[src/rtl/mem_pkg.sv]
// Shared encodings for the load unit: access sizes, error codes and controller states.
package mem_pkg;

    localparam logic [1:0] SZ_BYTE = 2'b00;
    localparam logic [1:0] SZ_HALF = 2'b01;
    localparam logic [1:0] SZ_WORD = 2'b10;
    localparam logic [1:0] SZ_ILL  = 2'b11;

    localparam logic [1:0] ERR_NONE     = 2'b00;
    localparam logic [1:0] ERR_MISALIGN = 2'b01;
    localparam logic [1:0] ERR_TIMEOUT  = 2'b10;
    localparam logic [1:0] ERR_SIZE     = 2'b11;

    typedef enum logic [1:0] {
        ST_IDLE = 2'b00,
        ST_REQ  = 2'b01,
        ST_DONE = 2'b10,
        ST_ERR  = 2'b11
    } state_e;

    // Halfwords must sit on even bytes, words on 4-byte boundaries.
    function automatic logic is_misaligned(input logic [1:0] size, input logic [1:0] off);
        return ((size == SZ_HALF) && off[0]) || ((size == SZ_WORD) && (off != 2'b00));
    endfunction

endpackage

[src/rtl/mdr_extract.sv]
// Combinational lane select and zero/sign extension of the latched memory word.
module mdr_extract
    import mem_pkg::*;
(
    input  logic [31:0] word,
    input  logic [1:0]  offset,
    input  logic [1:0]  size,
    input  logic        sign_ext,
    output logic [31:0] result
);

    logic [7:0]  byte_sel;
    logic [15:0] half_sel;

    always_comb begin
        byte_sel = 8'h00;
        half_sel = 16'h0000;
        result   = word;
        case (offset)
            2'b00:   byte_sel = word[7:0];
            2'b01:   byte_sel = word[15:8];
            2'b10:   byte_sel = word[23:16];
            default: byte_sel = word[31:24];
        endcase
        half_sel = offset[1] ? word[31:16] : word[15:0];
        case (size)
            SZ_BYTE: result = {{24{sign_ext & byte_sel[7]}}, byte_sel};
            SZ_HALF: result = {{16{sign_ext & half_sel[15]}}, half_sel};
            default: result = word;
        endcase
    end

endmodule

[src/rtl/mem_load_unit.sv]
// Multi-cycle load controller: validates the request, reads one word over a req/ack bus,
// latches it into the MDR and presents the extracted, extended result.
module mem_load_unit
    import mem_pkg::*;
#(
    parameter int TIMEOUT = 255
)
(
    input  logic        clk,
    input  logic        rst,
    input  logic        start,
    input  logic [31:0] addr,
    input  logic [1:0]  size,
    input  logic        sign_ext,
    output logic        busy,
    output logic        done,
    output logic        err,
    output logic [1:0]  err_code,
    output logic [31:0] mdr_out,
    output logic [31:0] data_out,
    output logic        mem_req,
    output logic [31:0] mem_addr,
    input  logic        mem_ack,
    input  logic [31:0] mem_rdata
);

    localparam logic [7:0] TO_LAST = 8'(TIMEOUT - 1);

    state_e      state_q, state_d;
    logic [7:0]  cnt_q, cnt_d;
    logic        busy_q, busy_d;
    logic        done_q, done_d;
    logic        err_q, err_d;
    logic        mem_req_q, mem_req_d;
    logic [1:0]  err_code_q, err_code_d;
    logic [31:0] mdr_q, mdr_d;
    logic [31:0] mem_addr_q, mem_addr_d;
    logic [1:0]  lat_off_q, lat_off_d;
    logic [1:0]  lat_size_q, lat_size_d;
    logic        lat_sign_q, lat_sign_d;
    // Extraction controls are copied on ack so data_out only moves together with the MDR.
    logic [1:0]  ext_off_q, ext_off_d;
    logic [1:0]  ext_size_q, ext_size_d;
    logic        ext_sign_q, ext_sign_d;

    always_comb begin
        state_d    = state_q;
        cnt_d      = cnt_q;
        err_code_d = err_code_q;
        mdr_d      = mdr_q;
        mem_addr_d = mem_addr_q;
        lat_off_d  = lat_off_q;
        lat_size_d = lat_size_q;
        lat_sign_d = lat_sign_q;
        ext_off_d  = ext_off_q;
        ext_size_d = ext_size_q;
        ext_sign_d = ext_sign_q;
        case (state_q)
            ST_IDLE: begin
                if (start) begin
                    lat_off_d  = addr[1:0];
                    lat_size_d = size;
                    lat_sign_d = sign_ext;
                    mem_addr_d = {addr[31:2], 2'b00};
                    cnt_d      = 8'd0;
                    if (size == SZ_ILL) begin
                        err_code_d = ERR_SIZE;
                        state_d    = ST_ERR;
                    end else if (is_misaligned(size, addr[1:0])) begin
                        err_code_d = ERR_MISALIGN;
                        state_d    = ST_ERR;
                    end else begin
                        err_code_d = ERR_NONE;
                        state_d    = ST_REQ;
                    end
                end
            end
            ST_REQ: begin
                if (mem_ack) begin
                    mdr_d      = mem_rdata;
                    ext_off_d  = lat_off_q;
                    ext_size_d = lat_size_q;
                    ext_sign_d = lat_sign_q;
                    state_d    = ST_DONE;
                end else if (cnt_q == TO_LAST) begin
                    err_code_d = ERR_TIMEOUT;
                    state_d    = ST_ERR;
                end else begin
                    cnt_d = cnt_q + 8'd1;
                end
            end
            default: state_d = ST_IDLE;
        endcase
        busy_d    = (state_d != ST_IDLE);
        mem_req_d = (state_d == ST_REQ);
        done_d    = (state_d == ST_DONE);
        err_d     = (state_d == ST_ERR);
    end

    always_ff @(posedge clk) begin
        if (rst) begin
            state_q    <= ST_IDLE;
            cnt_q      <= 8'd0;
            busy_q     <= 1'b0;
            done_q     <= 1'b0;
            err_q      <= 1'b0;
            mem_req_q  <= 1'b0;
            err_code_q <= ERR_NONE;
            mdr_q      <= 32'd0;
            mem_addr_q <= 32'd0;
            lat_off_q  <= 2'b00;
            lat_size_q <= 2'b00;
            lat_sign_q <= 1'b0;
            ext_off_q  <= 2'b00;
            ext_size_q <= 2'b00;
            ext_sign_q <= 1'b0;
        end else begin
            state_q    <= state_d;
            cnt_q      <= cnt_d;
            busy_q     <= busy_d;
            done_q     <= done_d;
            err_q      <= err_d;
            mem_req_q  <= mem_req_d;
            err_code_q <= err_code_d;
            mdr_q      <= mdr_d;
            mem_addr_q <= mem_addr_d;
            lat_off_q  <= lat_off_d;
            lat_size_q <= lat_size_d;
            lat_sign_q <= lat_sign_d;
            ext_off_q  <= ext_off_d;
            ext_size_q <= ext_size_d;
            ext_sign_q <= ext_sign_d;
        end
    end

    assign busy     = busy_q;
    assign done     = done_q;
    assign err      = err_q;
    assign err_code = err_code_q;
    assign mdr_out  = mdr_q;
    assign mem_req  = mem_req_q;
    assign mem_addr = mem_addr_q;

    mdr_extract u_extract (
        .word     (mdr_q),
        .offset   (ext_off_q),
        .size     (ext_size_q),
        .sign_ext (ext_sign_q),
        .result   (data_out)
    );

endmodule

[config.mk]
export PLATFORM = sky130hd
export DESIGN_NAME = mem_load_unit
export DESIGN_NICKNAME = d
export VERILOG_FILES = /design/src/rtl/mem_pkg.sv /design/src/rtl/mdr_extract.sv /design/src/rtl/mem_load_unit.sv
export SDC_FILE = /design/constraint.sdc
export NUM_CORES = 1
export LEC_CHECK = 0
export CORE_MARGIN = 5
export CORE_UTILIZATION = 30
export DETAILED_ROUTE_END_ITERATION = 8
export PLACE_DENSITY_LB_ADDON = 0.2
export RECOVER_POWER = 50
export SLEW_MARGIN = 30
export SYNTH_ARGS = -nofsm -noshare
export SYNTH_HDL_FRONTEND = slang
export SYNTH_SLANG_ARGS = --single-unit
[constraint.sdc]
create_clock -name clk -period 5 [get_ports clk]
set_clock_uncertainty 0.2 [all_clocks]
set_input_delay 1 -clock clk [delete_from_list [all_inputs] [get_ports clk]]
set_output_delay 1 -clock clk [all_outputs]
set_load 0.005 [all_outputs]
==> CHANGELOG.md, run 1 <==
### Metrics

* Run status: complete, but fails checks
* Failing checks: max-capacitance violations, max-slew violations
* Routed Wire Length at 12.9 mm
* Comb power at 239 uW
* Sw frac at 24.6%
* Routed met3 length at 1.15 mm
* PortBufs at 170
* Drc violations at 0
* Launch point of the worst hold path: mem_addr[24]
* Tool Warnings at 27
* CTS sink count at 88
* Clock Pin Slew Worst Setup and Hold Paths at 60 ps
* Fmax at 244 MHz
* Root buffer cell: clkbuf_16
* WL/cell at 15.2 um
* P&R area growth vs syn at 52.5%
* Top Consumer: registers
* Worst r2r src: state_q[0]
* Starting density of the core at 30.9%
* WS Path Type: in2reg
* Met2 wire len at 5.94 mm
* GRT Util Overall at 16.2%
* Worst Hold End: mem_addr[24]
* Global route overflow at 0
* Critical Path Stages at 5
* Yosys stat cell total at 522
* Max-cap violations at 2
* Internal power at 1.31 mW
* Critical Path Most Common Cell: clkbuf_1
* Clk buf depth at 2
* Post-CTS Setup Bufs at 0
* Registers, synthesis at 88
* Max Slew Vio Count at 85
* Rows at 41
* Vias in the first global route at 3881
* Worst path cell trace: clkbuf_1, clkbuf_1, nor2_1, nand2_1, mux2i_1
* Leak at 2.33 nW
[run 1: placed cells by master, fill, tap and decap left out, types with 4 or more instances in the layout]
| cell | count |
|---|---|
| nor2b_1 | 4 |
| nand2_1 | 207 |
| and3_1 | 4 |
| inv_1 | 8 |
| mux2_2 | 5 |
| buf_4 | 6 |
| nand3_1 | 5 |
| clkbuf_16 | 9 |
| a22oi_1 | 7 |
| dfxtp_1 | 88 |
| a221o_1 | 7 |
| nor2_1 | 7 |
| a21oi_1 | 80 |
| clkdlybuf4s50_1 | 136 |
| dlygate4sd3_1 | 33 |
| o21ai_0 | 12 |
[run 1: layout make-up]
type / count / area (um2)
multi-input cells: 389 / 1940
repair buffers: 177 / 1740
clock inverters: 6 / 91.3
flip-flops and latches: 88 / 1760
inverters: 8 / 30.0
fillers: 1251 / 6760
clock buffers: 10 / 229
well taps: 172 / 215
[run 1: flip-flops by register name, indices dropped and copies added, names as in the netlist]
register,cells
lat_off_q,2
mdr_out,32
lat_size_q,2
done,1
cnt_q,8
ext_size_q,2
ext_sign_q,1
state_q,2
ext_off_q,2
lat_sign_q,1
busy,1
err_code,2
mem_req,1
mem_addr,30
err,1
[run 1: through the flow]
step	instances	utilization [%]	area, um2
2_1_floorplan	523	-	3950
3_3_place_gp	834	44.7	5710
3_5_place_dp	834	44.7	5710
4_1_cts	850	47.2	6030
5_1_grt	850	47.1	6020
6_report	850	47.1	6020
[run 1: kinds of logic (layout without fill, tap and decap cells)]
logic type                 after synthesis  count (layout)  share of synthesized area [%]
and+or+nand+nor                        250             250                           27.1
other                                    1               2                         0.0951
muxes                                    8               8                           2.19
DFF                                     88              88                           44.7
adders and majority gates                2               2                          0.634
AOI/OAI and AO/OA                      127             127                           19.3
buffers and inverters                   46             201                           6.12
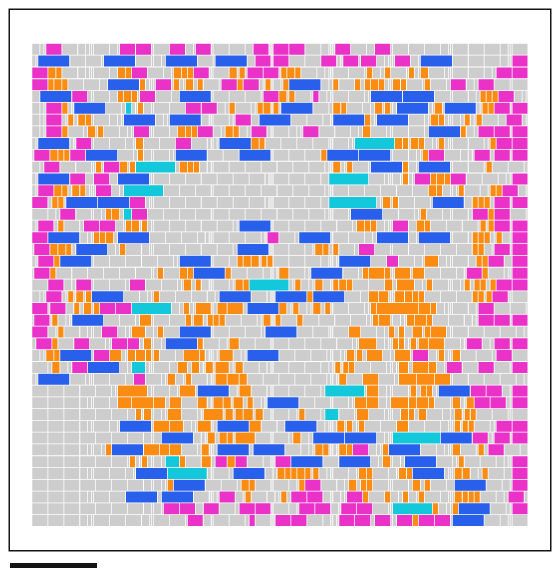
**Above:** run 1 (placed cells, one color a class).
The bar under the picture is 20 um long. Fill, decap, tap and diode cells in gray.
Key: magenta = other buffers and delay cells [cells 177]; orange = all other logic [cells 397]; cyan = clock drivers and dummy loads [cells 16]; blue = flops [cells 88]

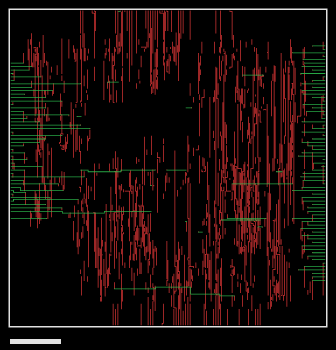
**Above:** run 1 (routed metal, one color a layer).
The bar under the picture is 20 um long. Two of the layers only.
Key: red = met2 [wire length 5940 um]; green = met3 [wire length 1150 um]

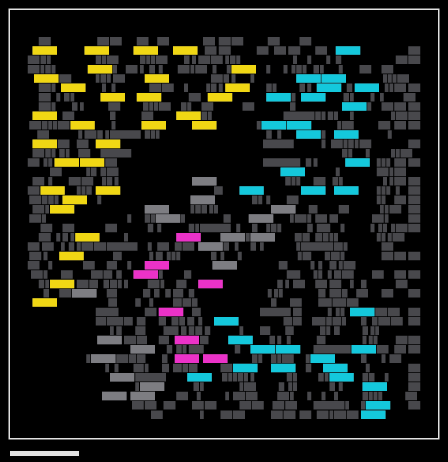
**Above:** run 1 (register map, names as in the netlist).
The bar under the picture is 20 um long. Other sequential cells in the stronger gray, the rest of the logic in the fainter gray.
Key: cyan = mdr_out [flops 32]; yellow = mem_addr [flops 30]; magenta = cnt_q [flops 8]
Another 18 sequential cells are not colored.
fraction of area in registers: 29.3%
Seq group: 768 uW
Final Util: 47.1%
Reg area: 0.00176 mm2

==> run 1 -> run 2 <==
- clock period: 5 -> 3.65 ns (I/O delays scaled with it)
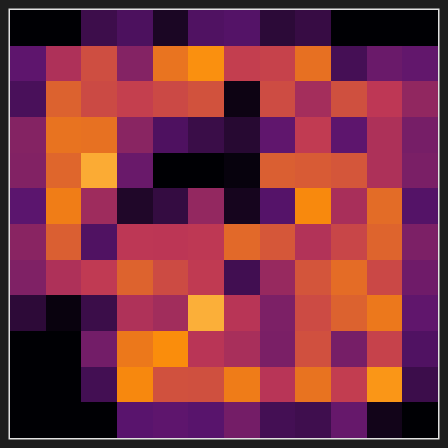
**Above:** run 2 (cell area per tile).
The die is cut into 12 by 12 equal tiles; black is low, pale yellow is high, 0 to 100% covered.
3.5% of the tiles are over 75% full. The mean over all tiles is 38%. 10% of the tiles are nearly empty. The densest ninth of the die: east.
CORE AREA: 0.0128 mm2
starting density of the core: 30.9%
Final Util: 47.4%

==> CHANGELOG.md, run 2 <==
### Metrics

* Rows at 41 (unchanged)
* Run status: complete, but fails checks (unchanged)
* Fmax at 311 MHz
* Inst Count DP at 839 (was 834)
* Max VDD drop at 0.000186 V (was 0.000125 V)
* Global route overflow at 0 (unchanged)
* Launch point of the worst hold path: mem_addr[24] (unchanged)
* PortBufs at 170 (unchanged)
* Fillers at 1296 (was 1251)
* Comb power at 329 uW (was 239 uW)
* Seq group at 1.05 mW (was 768 uW)
* WS Path Type: reg2out (was in2reg)
* Leak at 2.39 nW (was 2.33 nW)
* Routed Wire Length at 12.7 mm (was 12.9 mm)
* Yosys Chip Area at 0.00395 mm2 (unchanged)
* Tool Warnings at 27 (unchanged)
* Vias in the first global route at 3941 (was 3881)
* Synth Area per Inst at 7.56 um2 (unchanged)
* Max FFs per register at 32 (unchanged)
* Top cells excl fill/tap: nand2_1 (206), clkdlybuf4s50_1 (126), dfxtp_1 (88), a21oi_1 (81), dlygate4sd3_1 (43) (was nand2_1 (207), clkdlybuf4s50_1 (136), dfxtp_1 (88), a21oi_1 (80), dlygate4sd3_1 (33))
* Power, Total at 2.44 mW (was 1.74 mW)
* Root buffer cell: clkbuf_16 (unchanged)
* P_clk at 1.06 mW (was 733 uW)
* Worst path cell trace: nor2b_1, buf_4, o21bai_1, nand2_1, o21ai_1, clkdlybuf4s50_1 (was clkbuf_1, clkbuf_1, nor2_1, nand2_1, mux2i_1)
* Setup crit start kind: flop (was input port)
* Clk buf depth at 2 (unchanged)
* Worst r2r src: state_q[0] (unchanged)
* Most common cell in the netlist: nand2_1 (unchanged)
* Internal power at 1.89 mW (was 1.31 mW)
* Yosys stat cell total at 522 (unchanged)
* Non-Filler Instances at 853 (was 850)
* Max-cap violations at 2 (unchanged)
* Clock Pin Slew Worst Setup and Hold Paths at 60 ps (about the same)
* Registers, synthesis at 88 (unchanged)
* Max Slew Vio Count at 77 (was 85)
* P&R area growth vs syn at 53.6% (was 52.5%)
* Drc violations at 0 (unchanged)
* Iteration tally of the first detailed-router pass at 4 (unchanged)
* Most frequent logic cell in the layout: nand2_1 (unchanged)
* Post-CTS Setup Bufs at 0 (unchanged)
* Post-synth top cells: nand2_1 (206), dfxtp_1 (88), a21oi_1 (80), buf_2 (15) (unchanged)
* Failing checks: max-capacitance violations, max-slew violations (unchanged)
* CTS sink count at 88 (unchanged)
* Top Consumer: clock (was registers)
* Sw frac at 22.5% (was 24.6%)
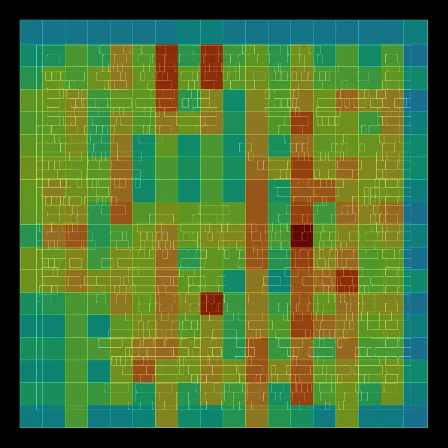
**Above:** run 2 (routing congestion map).
met2 Track Usage GR: 24.2%
GRT met1 Usage: 20.4%
met3 Track Usage GR: 6.13%
WL/cell: 14.9 um
GRT Util Overall: 16.0%

run 2: netlist changes by cell type in the layout (fill, tap and decap cells not counted), moves of 2 or more:
cell and change:
dlygate4sd3_1 +10, inv_6 -2, clkdlybuf4s50_1 -10, clkbuf_8 +2
buf_4 +3
run 2: area by class of cell:
class | count | area [um2] | area share (%)
clock buffer | 11 | 253 | 4.17
clock inverter | 3 | 90.1 | 1.49
inverter | 8 | 30.0 | 0.495
multi-input combinational | 389 | 1940 | 32.0
sequential | 88 | 1760 | 29.1
tap | 172 | 215 | 3.55
timing repair buffer | 182 | 1770 | 29.3
run 2: cell families after synthesis:
family | Yosys count | share of synthesized area (%)
other | 1 | 0.0951
muxes | 8 | 2.19
and+or+nand+nor | 250 | 27.1
buffers and inverters | 46 | 6.12
AOI/OAI and AO/OA | 127 | 19.3
adders and majority gates | 2 | 0.634
DFF | 88 | 44.7
run 2: worst register-to-register path: stages (launching register included):
cell and delay [ps]:
dfxtp_1 470, and2b_4 240, and2_0 130, clkbuf_1 1180, nand2_1 230, a21oi_1 180
run 2: per-stage QoR:
stage               setup slack [ps]  instance area [um2]
floorplan                       1400                 3950
global placement                 810                 5750
detailed placement               783                 5750
CTS                              407                 6090
global route                     236                 6060
finish                           439                 6060
run 2: worst paths after layout:
| kind | to | slack (ps) | depth (start not counted) |
|---|---|---|---|
| setup / recovery | data_out[2] | 440 | 6 |
| hold reg to reg | mem_addr[24] | 250 | 2 |
| setup reg to reg | ext_off_q[1] | 950 | 5 |
| hold / removal | mem_addr[24] | 250 | 2 |
run 2: routing by layer:
layer / part of all wire (%) / global-route usage, % / vias up
li1: - / - / 2054
met1: 45 / 20.4 / 1816
met2: 43 / 24.2 / 160
met3: 9.7 / 6.13 / 17
met4: 2.2 / 6.19 / 0
met5: 0 / 0 / -
Power figures rest on the tool's default switching activity, not on a simulated workload.
